File: src/rtl/alu_pkg.sv
// Shared definitions for the ALU execute stage: opcodes, FSM states and
// opcode-class helpers.
package alu_pkg;

  localparam int WIDTH_DEFAULT = 32;
  localparam int SHAMT_W       = 5;

  localparam logic [3:0] OP_AND = 4'b0000;
  localparam logic [3:0] OP_OR  = 4'b0001;
  localparam logic [3:0] OP_NOR = 4'b0010;
  localparam logic [3:0] OP_XOR = 4'b0011;
  localparam logic [3:0] OP_NOT = 4'b0100;
  localparam logic [3:0] OP_SLL = 4'b1000;
  localparam logic [3:0] OP_SRL = 4'b1001;
  localparam logic [3:0] OP_SRA = 4'b1010;

  typedef enum logic [1:0] {
    ST_IDLE,
    ST_SHIFT,
    ST_DONE
  } state_e;

  function automatic logic is_logic_op(input logic [3:0] op);
    return (op[3] == 1'b0) && (op[2:0] <= 3'd4);
  endfunction

  function automatic logic is_shift_op(input logic [3:0] op);
    return (op == OP_SLL) || (op == OP_SRL) || (op == OP_SRA);
  endfunction

endpackage

File: src/rtl/logic_eval.sv
// Combinational evaluator for the five bitwise ALU operations, selected by
// the low three opcode bits.
module logic_eval
  import alu_pkg::*;
#(
  parameter int WIDTH = WIDTH_DEFAULT
) (
  input  logic [2:0]       op_i,
  input  logic [WIDTH-1:0] x_i,
  input  logic [WIDTH-1:0] y_i,
  output logic [WIDTH-1:0] result_o
);

  // NOTE: assigning a default before the case keeps every path driven, so
  // no latch is inferred for codes the case does not list.
  always_comb begin
    result_o = '0;
    case (op_i)
      OP_AND[2:0]: result_o = x_i & y_i;
      OP_OR[2:0]:  result_o = x_i | y_i;
      OP_NOR[2:0]: result_o = ~(x_i | y_i);
      OP_XOR[2:0]: result_o = x_i ^ y_i;
      OP_NOT[2:0]: result_o = ~x_i;
      default:     ;
    endcase
  end

endmodule

File: src/rtl/alu_exec_stage.sv
// ALU execute stage: single-cycle logic ops, iterative one-bit-per-cycle
// shifter, and a valid/ready handshake on both sides.
module alu_exec_stage
  import alu_pkg::*;
#(
  parameter int WIDTH = WIDTH_DEFAULT
) (
  input  logic             clk,
  input  logic             rst,
  input  logic             in_valid,
  output logic             in_ready,
  input  logic [3:0]       in_op,
  input  logic [WIDTH-1:0] in_x,
  input  logic [WIDTH-1:0] in_y,
  output logic             out_valid,
  input  logic             out_ready,
  output logic [WIDTH-1:0] out_result,
  output logic             out_zero,
  output logic             out_illegal,
  output logic             busy
);

  state_e               state_q, state_d;
  logic [WIDTH-1:0]     shreg_q, shreg_d;
  logic [WIDTH-1:0]     result_q, result_d;
  logic [SHAMT_W-1:0]   count_q, count_d;
  logic [1:0]           shop_q, shop_d;
  logic                 illegal_q, illegal_d;
  logic [WIDTH-1:0]     logic_res;
  logic [WIDTH-1:0]     shift_step;
  logic [SHAMT_W-1:0]   shamt;
  logic                 accept;

  logic_eval #(.WIDTH(WIDTH)) u_logic_eval (
    .op_i     (in_op[2:0]),
    .x_i      (in_x),
    .y_i      (in_y),
    .result_o (logic_res)
  );

  assign shamt    = in_y[SHAMT_W-1:0];
  // Gated by rst so upstream sees no capacity while reset is held.
  assign in_ready = !rst && ((state_q == ST_IDLE) || ((state_q == ST_DONE) && out_ready));
  assign accept   = in_valid && in_ready;

  always_comb begin
    shift_step = {shreg_q[WIDTH-2:0], 1'b0};
    if (shop_q == OP_SRL[1:0]) begin
      shift_step = {1'b0, shreg_q[WIDTH-1:1]};
    end else if (shop_q == OP_SRA[1:0]) begin
      shift_step = {shreg_q[WIDTH-1], shreg_q[WIDTH-1:1]};
    end
  end

  always_comb begin
    state_d   = state_q;
    shreg_d   = shreg_q;
    count_d   = count_q;
    shop_d    = shop_q;
    result_d  = result_q;
    illegal_d = illegal_q;

    case (state_q)
      ST_SHIFT: begin
        shreg_d = shift_step;
        count_d = count_q - SHAMT_W'(1);
        if (count_q == SHAMT_W'(1)) begin
          result_d  = shift_step;
          illegal_d = 1'b0;
          state_d   = ST_DONE;
        end
      end
      ST_DONE: if (out_ready) state_d = ST_IDLE;
      default: ;
    endcase

    // An accept can only occur in IDLE or DONE, so it overrides the above.
    if (accept) begin
      illegal_d = 1'b0;
      state_d   = ST_DONE;
      if (is_logic_op(in_op)) begin
        result_d = logic_res;
      end else if (is_shift_op(in_op)) begin
        if (shamt == '0) begin
          result_d = in_x;
        end else begin
          shreg_d = in_x;
          count_d = shamt;
          shop_d  = in_op[1:0];
          state_d = ST_SHIFT;
        end
      end else begin
        result_d  = '0;
        illegal_d = 1'b1;
      end
    end
  end

  // NOTE: state registers use non-blocking assignments so every flop samples
  // the pre-edge values regardless of statement order.
  always_ff @(posedge clk or posedge rst) begin
    if (rst) begin
      state_q   <= ST_IDLE;
      shreg_q   <= '0;
      result_q  <= '0;
      count_q   <= '0;
      shop_q    <= '0;
      illegal_q <= 1'b0;
    end else begin
      state_q   <= state_d;
      shreg_q   <= shreg_d;
      result_q  <= result_d;
      count_q   <= count_d;
      shop_q    <= shop_d;
      illegal_q <= illegal_d;
    end
  end

  assign out_valid   = (state_q == ST_DONE);
  assign busy        = (state_q != ST_IDLE);
  assign out_result  = result_q;
  assign out_zero    = (result_q == '0);
  assign out_illegal = illegal_q;

endmodule

File: config.mk
export PLATFORM = sky130hd
export DESIGN_NAME = alu_exec_stage
export DESIGN_NICKNAME = d
export VERILOG_FILES = /design/src/rtl/alu_pkg.sv /design/src/rtl/logic_eval.sv /design/src/rtl/alu_exec_stage.sv
export SDC_FILE = /design/constraint.sdc
export NUM_CORES = 1
export LEC_CHECK = 0
export ABC_AREA = 1
export CAP_MARGIN = 0
export CORE_UTILIZATION = 26
export CTS_CLUSTER_DIAMETER = 30
export DETAILED_ROUTE_END_ITERATION = 12
export GPL_TIMING_DRIVEN = 0
export PLACE_DENSITY_LB_ADDON = 0.15
export REMOVE_ABC_BUFFERS = 1
export SETUP_SLACK_MARGIN = 0.02
export SYNTH_ARGS = -nofsm -noshare
export SYNTH_HDL_FRONTEND = slang
export SYNTH_SLANG_ARGS = --single-unit
File: constraint.sdc
create_clock -name clk -period 2.55 [get_ports clk]
set_input_delay 0.51 -clock clk [delete_from_list [all_inputs] [get_ports clk]]
set_output_delay 0.51 -clock clk [all_outputs]
set_load 0.05 [all_outputs]
### Routed metal, one color a layer

Only two layers are drawn.
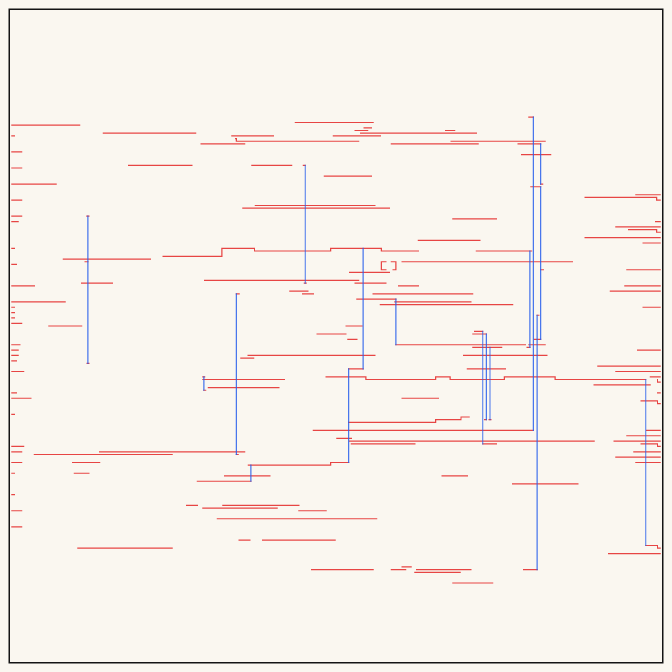
blue -> metal 4  # wire length 510 um
red -> metal 3  # wire length 1800 um
Vias: 7327
wire per inst: 18.7 um
GRT Total Usage: 20.8%
total wire length: 27.9 mm

### Sequential cells grouped by signal name

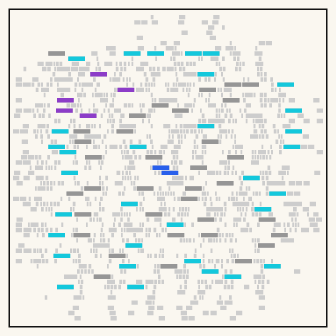
purple -> `count_q`  # sequential cells 5
cyan -> `out_result`  # sequential cells 32, where widely spread
blue -> `shop_q`  # sequential cells 2
seq pwr: 1.20 mW
Seq area share: 21.1%

==> results_dict.tcl <==
# flow metrics
set metrics [dict create \
    status "complete, but fails checks" \
    failed_checks "design-rule violations" \
    fillCellCount 2931 \
    rows 59 \
    avgSynthCellArea_um2 6.50 \
    ctsHoldBuffers 0 \
    swShare_pct 31.6 \
    combPwrFrac_pct 21.0 \
    ys.flops 74 \
    setup_viol 0 \
    final_cell_count_no_fill 1489 \
    p_leak_nw 4.46 \
    num-nonclk-inverters 160 \
    final_max_slew_viol_count 0 \
    final.min_clock_period_ps 2390 \
    hold_viol 0 \
    ys_types 32 \
    cp_cell_sequence "clkdlybuf4s50_1 > nor2_1 > nand2_1 > inv_1 > dlygate4sd2_1" \
    drtPass1Iterations 9 \
    cap_violations 0 \
    grt_pass1_vias 7044 \
    largest_area_cell "dfrtp_1" \
    cts_root_buf "clkbuf_16" \
    nClkBuffers 12 \
    drc_errors 9 \
    cpPeakStageDelay_ps 520 \
    buffers 123 \
    largest_class "combinational gates" \
    fin_area_mm2 0.00879 \
    layout-drive-gt1-share_pct 6.93 \
    rsz0062_at_grt "no" \
    cts_buffer_depth 2 \
    postSynthSeqShare_pct 26.6 \
    num-multi-input-gates 781 \
    insertion_delay_ps 350 \
    p_total_mw 3.14 \
    tritoncts "done" \
    switchingPower_mw 0.991 \
    edf_count 0 \
    crit_type "in2out" \
    p_int_mw 2.15 \
    synth_cells 1071 \
    area_growth_pct 26.4 \
    comb_area_mm2 0.00430 \
    period_used_pct 93.9 \
    max_freq_mhz 418 \
    fp.dieW_um 166 \
    dieArea_mm2 0.0274 \
    area_leaders "dfrtp_1, nand3_1, nand2_1, ha_1, inv_1" \
    bufAreaShareNonClock_pct 15.0 \
    async_flop_share_pct 100 \
    clock-sinks 74 \
    drt_iter0_markers 458 \
    path_clk_slew_ps 70 \
    flops 74 \
    final_antenna_net_count 0 \
    path_max_fanout 3 \
    cp-end-kind "output port" \
    regArea_mm2 0.00185 \
    gp_congestion 0.774 \
    pwr_density_cell_mw_per_mm2 357 \
    cts_buffers 9 \
]
-- worst paths after layout --
kind / slack (ps) / end / cells after the start / start
setup / recovery: 160 / in_ready / 5 / rst
hold / removal: 470 / shreg_q[25] / 2 / rst
setup reg to reg: 230 / shreg_q[22] / 8 / shop_q[0]
hold reg to reg: 530 / shreg_q[10] / 2 / shreg_q[10]
max in group asynchronous: 1450 / count_q[1] / 3 / rst
min in group clk: 530 / shreg_q[10] / 2 / shreg_q[10]
-- what timing repair did --
action | in CTS | in global routing
gates resized | 24 | 7
setup buffers | 2 | 5
hold endpoints to repair | 0 | 0
endpoints found under the setup margin | 76 | 34
gates cloned | 6 | 1
pin swaps | 4 | 3
-- cells by family after synthesis --
group           share of synthesized area, %
simple gates                            39.7
buf+inv                                 13.7
compound gates                          7.79
flops                                   26.6
fa+ha+maj                               11.9
xor+xnor                               0.378
-- placed cells by master (no fill, tap or decap), types with 4 or more instances in the layout --
cell type	count
o211ai_2	6
buf_4	5
nor4_2	4
buf_16	4
nor2_1	22
buf_12	4
clkbuf_16	9
inv_1	153
ha_1	66
nand2_2	6
clkdlybuf4s50_1	101
nand2_1	304
dfrtp_1	74
nand3_1	254
o21ai_0	35
o21ai_1	37
o211ai_1	9
nand4_1	6
nor2_4	10
-- state kept, by name, summed over array words and instances (netlist names) --
register	cells
out_illegal	1
shreg_q	32
count_q	5
shop_q	2
state_q	2
out_result	32
-- worst max-delay path, delay by kind of cell --
family | cells | cell delay [ps]
and+or+nand+nor | 2 | 290
buffers and inverters | 3 | 1080
-- per-layer routing --
metal / routed length [um] / share of wire [%] / global-route usage (%)
met1: 12800 / 46 / 28.5
met2: 12800 / 46 / 33.8
met3: 1800 / 6.4 / 3.70
met4: 510 / 1.8 / 4.83
met5: 0 / 0 / 0
No activity file was given, so power comes from the tool's default toggle rates.
